### config.mk
export PLATFORM = sky130hd
export DESIGN_NAME = regfile_scoreboard
export DESIGN_NICKNAME = d
export VERILOG_FILES = /design/src/rtl/cpu_pkg.sv /design/src/rtl/rf_scoreboard.sv /design/src/rtl/regfile_scoreboard.sv
export SDC_FILE = /design/constraint.sdc
export NUM_CORES = 2
export LEC_CHECK = 0
export CORE_ASPECT_RATIO = 1.2
export CORE_MARGIN = 2
export CORE_UTILIZATION = 45
export DETAILED_ROUTE_END_ITERATION = 8
export PLACE_DENSITY = 0.59
export SLEW_MARGIN = 20
export SYNTH_ARGS = -nofsm -noshare
export SYNTH_HDL_FRONTEND = slang
export SYNTH_SLANG_ARGS = --single-unit
### constraint.sdc
create_clock -name clk -period 3.3 [get_ports clk]
set_clock_uncertainty 0.05 [all_clocks]
set_input_delay 0.495 -clock clk [delete_from_list [all_inputs] [get_ports clk]]
set_output_delay 0.495 -clock clk [all_outputs]
set_load 0.01 [all_outputs]
### src/rtl/cpu_pkg.sv
`default_nettype none
// ============================================================================
//  Module      : cpu_pkg
//  Description : Shared integer register file sizing and basic typedefs.
//  Revision    : 1.0 - initial release
// ============================================================================
package cpu_pkg;

  localparam int XLEN       = 32;
  localparam int NUM_REGS   = 32;
  localparam int REG_ADDR_W = $clog2(NUM_REGS);

  typedef logic [REG_ADDR_W-1:0] reg_addr_t;
  typedef logic [XLEN-1:0]       word_t;

endpackage : cpu_pkg
`default_nettype wire

### src/rtl/rf_scoreboard.sv
`default_nettype none
// ============================================================================
//  Module      : rf_scoreboard
//  Description : Per-register busy scoreboard. ID marks a destination busy at
//                issue, WB clears it on write. Produces the RAW/WAW stall.
//  Config      : REGFILE_BYPASS_EN - a register being written back this cycle
//                is not considered busy (its value is forwarded by the top).
//  Ports       : clk, rst            - clock, synchronous active-high reset
//                rs1/rs2_addr_i      - ID source addresses
//                wb_reg_we_i/addr_i  - write-back enable and destination
//                issue_*_i           - issuing instruction attributes
//                hazard_stall_o      - ID must hold this cycle
//                busy_vec_o          - registered busy bits (bit 0 always 0)
//  Revision    : 1.0 - initial release
// ============================================================================
module rf_scoreboard
  import cpu_pkg::*;
(
  input  logic                clk,
  input  logic                rst,
  input  reg_addr_t           rs1_addr_i,
  input  reg_addr_t           rs2_addr_i,
  input  logic                wb_reg_we_i,
  input  reg_addr_t           wb_rd_addr_i,
  input  logic                issue_valid_i,
  input  logic                issue_rd_we_i,
  input  reg_addr_t           issue_rd_addr_i,
  input  logic                issue_rs1_used_i,
  input  logic                issue_rs2_used_i,
  output logic                hazard_stall_o,
  output logic [NUM_REGS-1:0] busy_vec_o
);

  logic [NUM_REGS-1:0] r_busy;
  logic [NUM_REGS-1:0] w_clear;
  logic [NUM_REGS-1:0] w_set;
  logic [NUM_REGS-1:0] w_busy_eff;
  logic                w_raw1;
  logic                w_raw2;
  logic                w_waw;
  logic                w_issue_wr;

  // Clear decode kept in its own block: the stall depends on it and the set
  // decode depends on the stall.
  always_comb begin
    w_clear = '0;
    for (int r = 1; r < NUM_REGS; r++) begin
      w_clear[r] = wb_reg_we_i && (wb_rd_addr_i == reg_addr_t'(r));
    end
  end

`ifdef REGFILE_BYPASS_EN
  // The value arrives through the read bypass, so the register is free now.
  assign w_busy_eff = r_busy & ~w_clear;
`else
  assign w_busy_eff = r_busy;
`endif

  assign w_raw1 = issue_rs1_used_i && w_busy_eff[rs1_addr_i];
  assign w_raw2 = issue_rs2_used_i && w_busy_eff[rs2_addr_i];
  assign w_waw  = issue_rd_we_i    && w_busy_eff[issue_rd_addr_i];

  assign hazard_stall_o = issue_valid_i && !rst && (w_raw1 || w_raw2 || w_waw);

  assign w_issue_wr = issue_valid_i && issue_rd_we_i && !hazard_stall_o;

  // x0 never becomes busy: bit 0 of the set vector stays 0.
  always_comb begin
    w_set = '0;
    for (int r = 1; r < NUM_REGS; r++) begin
      w_set[r] = w_issue_wr && (issue_rd_addr_i == reg_addr_t'(r));
    end
  end

  // Set is OR-ed in after the clear so a new producer wins over a retiring one.
  always_ff @(posedge clk) begin
    if (rst) begin
      r_busy <= '0;
    end else begin
      r_busy <= (r_busy & ~w_clear) | w_set;
    end
  end

  assign busy_vec_o = r_busy;

endmodule : rf_scoreboard
`default_nettype wire

### src/rtl/regfile_scoreboard.sv
`default_nettype none
// ============================================================================
//  Module      : regfile_scoreboard
//  Description : Integer register file (x0 hardwired to zero) with two
//                combinational ID read ports, one WB write port and a busy
//                scoreboard generating the ID hazard stall.
//  Config      : REGFILE_BYPASS_EN - same-cycle WB data is forwarded to the
//                read ports and a retiring register no longer stalls ID.
//  Ports       : clk, rst             - clock, synchronous active-high reset
//                rs1/rs2_addr_i       - read addresses
//                rs1/rs2_data_o       - read data (combinational)
//                wb_reg_we_i/rd_addr_i/rd_data_i - write-back port
//                issue_*_i            - issuing instruction attributes
//                hazard_stall_o       - ID must hold this cycle
//                busy_vec_o           - registered busy bits
//  Revision    : 1.0 - initial release
// ============================================================================
module regfile_scoreboard
  import cpu_pkg::*;
(
  input  logic                clk,
  input  logic                rst,
  input  reg_addr_t           rs1_addr_i,
  input  reg_addr_t           rs2_addr_i,
  output word_t               rs1_data_o,
  output word_t               rs2_data_o,
  input  logic                wb_reg_we_i,
  input  reg_addr_t           wb_rd_addr_i,
  input  word_t               wb_rd_data_i,
  input  logic                issue_valid_i,
  input  logic                issue_rd_we_i,
  input  reg_addr_t           issue_rd_addr_i,
  input  logic                issue_rs1_used_i,
  input  logic                issue_rs2_used_i,
  output logic                hazard_stall_o,
  output logic [NUM_REGS-1:0] busy_vec_o
);

  word_t r_mem [NUM_REGS];
  logic  w_wb_wr;

  assign w_wb_wr = wb_reg_we_i && (wb_rd_addr_i != '0);

  always_ff @(posedge clk) begin
    if (rst) begin
      for (int i = 0; i < NUM_REGS; i++) begin
        r_mem[i] <= '0;
      end
    end else if (w_wb_wr) begin
      r_mem[wb_rd_addr_i] <= wb_rd_data_i;
    end
  end

`ifdef REGFILE_BYPASS_EN
  logic w_hit1;
  logic w_hit2;
  assign w_hit1 = w_wb_wr && (wb_rd_addr_i == rs1_addr_i);
  assign w_hit2 = w_wb_wr && (wb_rd_addr_i == rs2_addr_i);
`endif

  // Later assignments take priority: x0 / reset zeroing overrides the bypass.
  always_comb begin
    rs1_data_o = r_mem[rs1_addr_i];
`ifdef REGFILE_BYPASS_EN
    if (w_hit1) rs1_data_o = wb_rd_data_i;
`endif
    if (rst || (rs1_addr_i == '0)) rs1_data_o = '0;
  end

  always_comb begin
    rs2_data_o = r_mem[rs2_addr_i];
`ifdef REGFILE_BYPASS_EN
    if (w_hit2) rs2_data_o = wb_rd_data_i;
`endif
    if (rst || (rs2_addr_i == '0)) rs2_data_o = '0;
  end

  rf_scoreboard u_sb (
    .clk              (clk),
    .rst              (rst),
    .rs1_addr_i       (rs1_addr_i),
    .rs2_addr_i       (rs2_addr_i),
    .wb_reg_we_i      (wb_reg_we_i),
    .wb_rd_addr_i     (wb_rd_addr_i),
    .issue_valid_i    (issue_valid_i),
    .issue_rd_we_i    (issue_rd_we_i),
    .issue_rd_addr_i  (issue_rd_addr_i),
    .issue_rs1_used_i (issue_rs1_used_i),
    .issue_rs2_used_i (issue_rs2_used_i),
    .hazard_stall_o   (hazard_stall_o),
    .busy_vec_o       (busy_vec_o)
  );

endmodule : regfile_scoreboard
`default_nettype wire

==> out/results.ini <==
[sta]
tns_ns=-0.1110
hold_viol_final=0
setup_slack_ns=-0.1110
setup_violations=1
finalCriticalPeriod_ns=3.411
finalMaxSlewViolations=0

[die]
fp.dieArea_mm2=0.1298
top_level_i_o_count=156
num_rows=143

[synthesis]
synth_area_mm2=0.05713
ys_cells=3963
share_of_async_settable_or_async_resettable_flops_after_synthesis_pct=0

[critical_path]
critPathRequiredTime_ns=2.75
crit_path_frequent_cell=sky130_fd_sc_hd__mux4_2
regToRegSetupSlack_ns=0.81
cp.arrival_ns=2.87
sort_of_element_at_the_end_of_the_critical_path=primary output
critPathMaxFanout=5
crit_path_cell_trace=mux4_2 > mux4_2 > and3_4 > a31oi_4 > o211ai_4 > nor2b_1 > buf_2

[cells_and_area]
final-clk-cell-share_pct=5.093
final_design_area_no_fill_mm2=0.06874
areaGrowthSynthToFinish_pct=20.31
final_core_density_pct=54.42
sequential_cell_area_mm2=0.03137
max_flop_register=r_mem
max_reg_flops=1024
layout_top_cell=sky130_fd_sc_hd__edfxtp_1

[pwr]
power_frac_seq_pct=48.0
cellLeakagePower_nw=24.57

[outcome]
violations=setup timing
outcome=finished with violations

[cts]
cts-root-to-sink-buffers=3
cts.repair.resized=163
cts-htree-levels=3
holdBufCountCts=0

[route]
iteration_0_drc_count_of_the_detailed_router=4919

==> power by group through the flow <==
stage          logic, mW  clock network (mW)  registers (mW)
2_1_floorplan       2.52                   0            15.9
3_3_place_gp        4.55                   0            16.0
3_5_place_dp        4.57                   0            16.0
4_1_cts             4.60                12.5            15.8
5_1_grt             4.90                13.0            15.8
6_report            4.72                12.4            15.8
==> cell families after synthesis <==
kind of cell	synth area share (%)
other cells	0.006563
simple gates	13.45
compound gates	4.820
flops	54.91
mux	23.78
buf+inv	3.037
==> per-layer routing <==
| metal | global-route usage, % | vias to the layer above | part of all wire, % |
|---|---|---|---|
| li1 | - | 15936 | - |
| met1 | 42.50 | 20191 | 40 |
| met2 | 48.74 | 2102 | 47 |
| met3 | 5.635 | 410 | 9.7 |
| met4 | 10.57 | 6 | 3.4 |
| met5 | 0 | - | 0.015 |
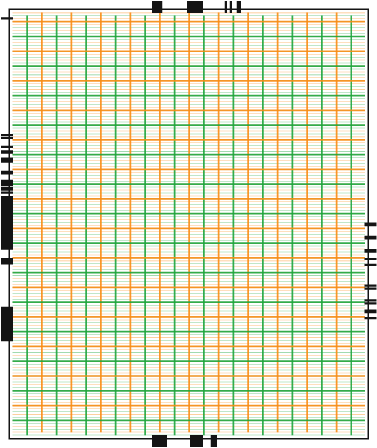
(images/pdn.png)
Pins as bars on the die edge.
Key: VSS = green; VDD = orange
The core has 143 rows. 156 signal pins sit on the boundary.
worst supply voltage drop on vdd: 0.4161 mV
core region area: 0.1263 mm2
x dimension of the die: 329.3 um
height of the die: 394.3 um

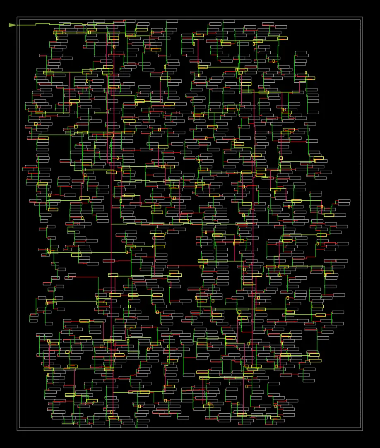
(images/final_clocks.png)
number of buffers created by CTS: 109
Clock Buffer Count: 124
power dissipated in the clock network: 12.4 mW
Num Clock Sinks: 1055
flip-flop and latch count: 1055

No activity file was given, so power comes from the tool's default toggle rates.
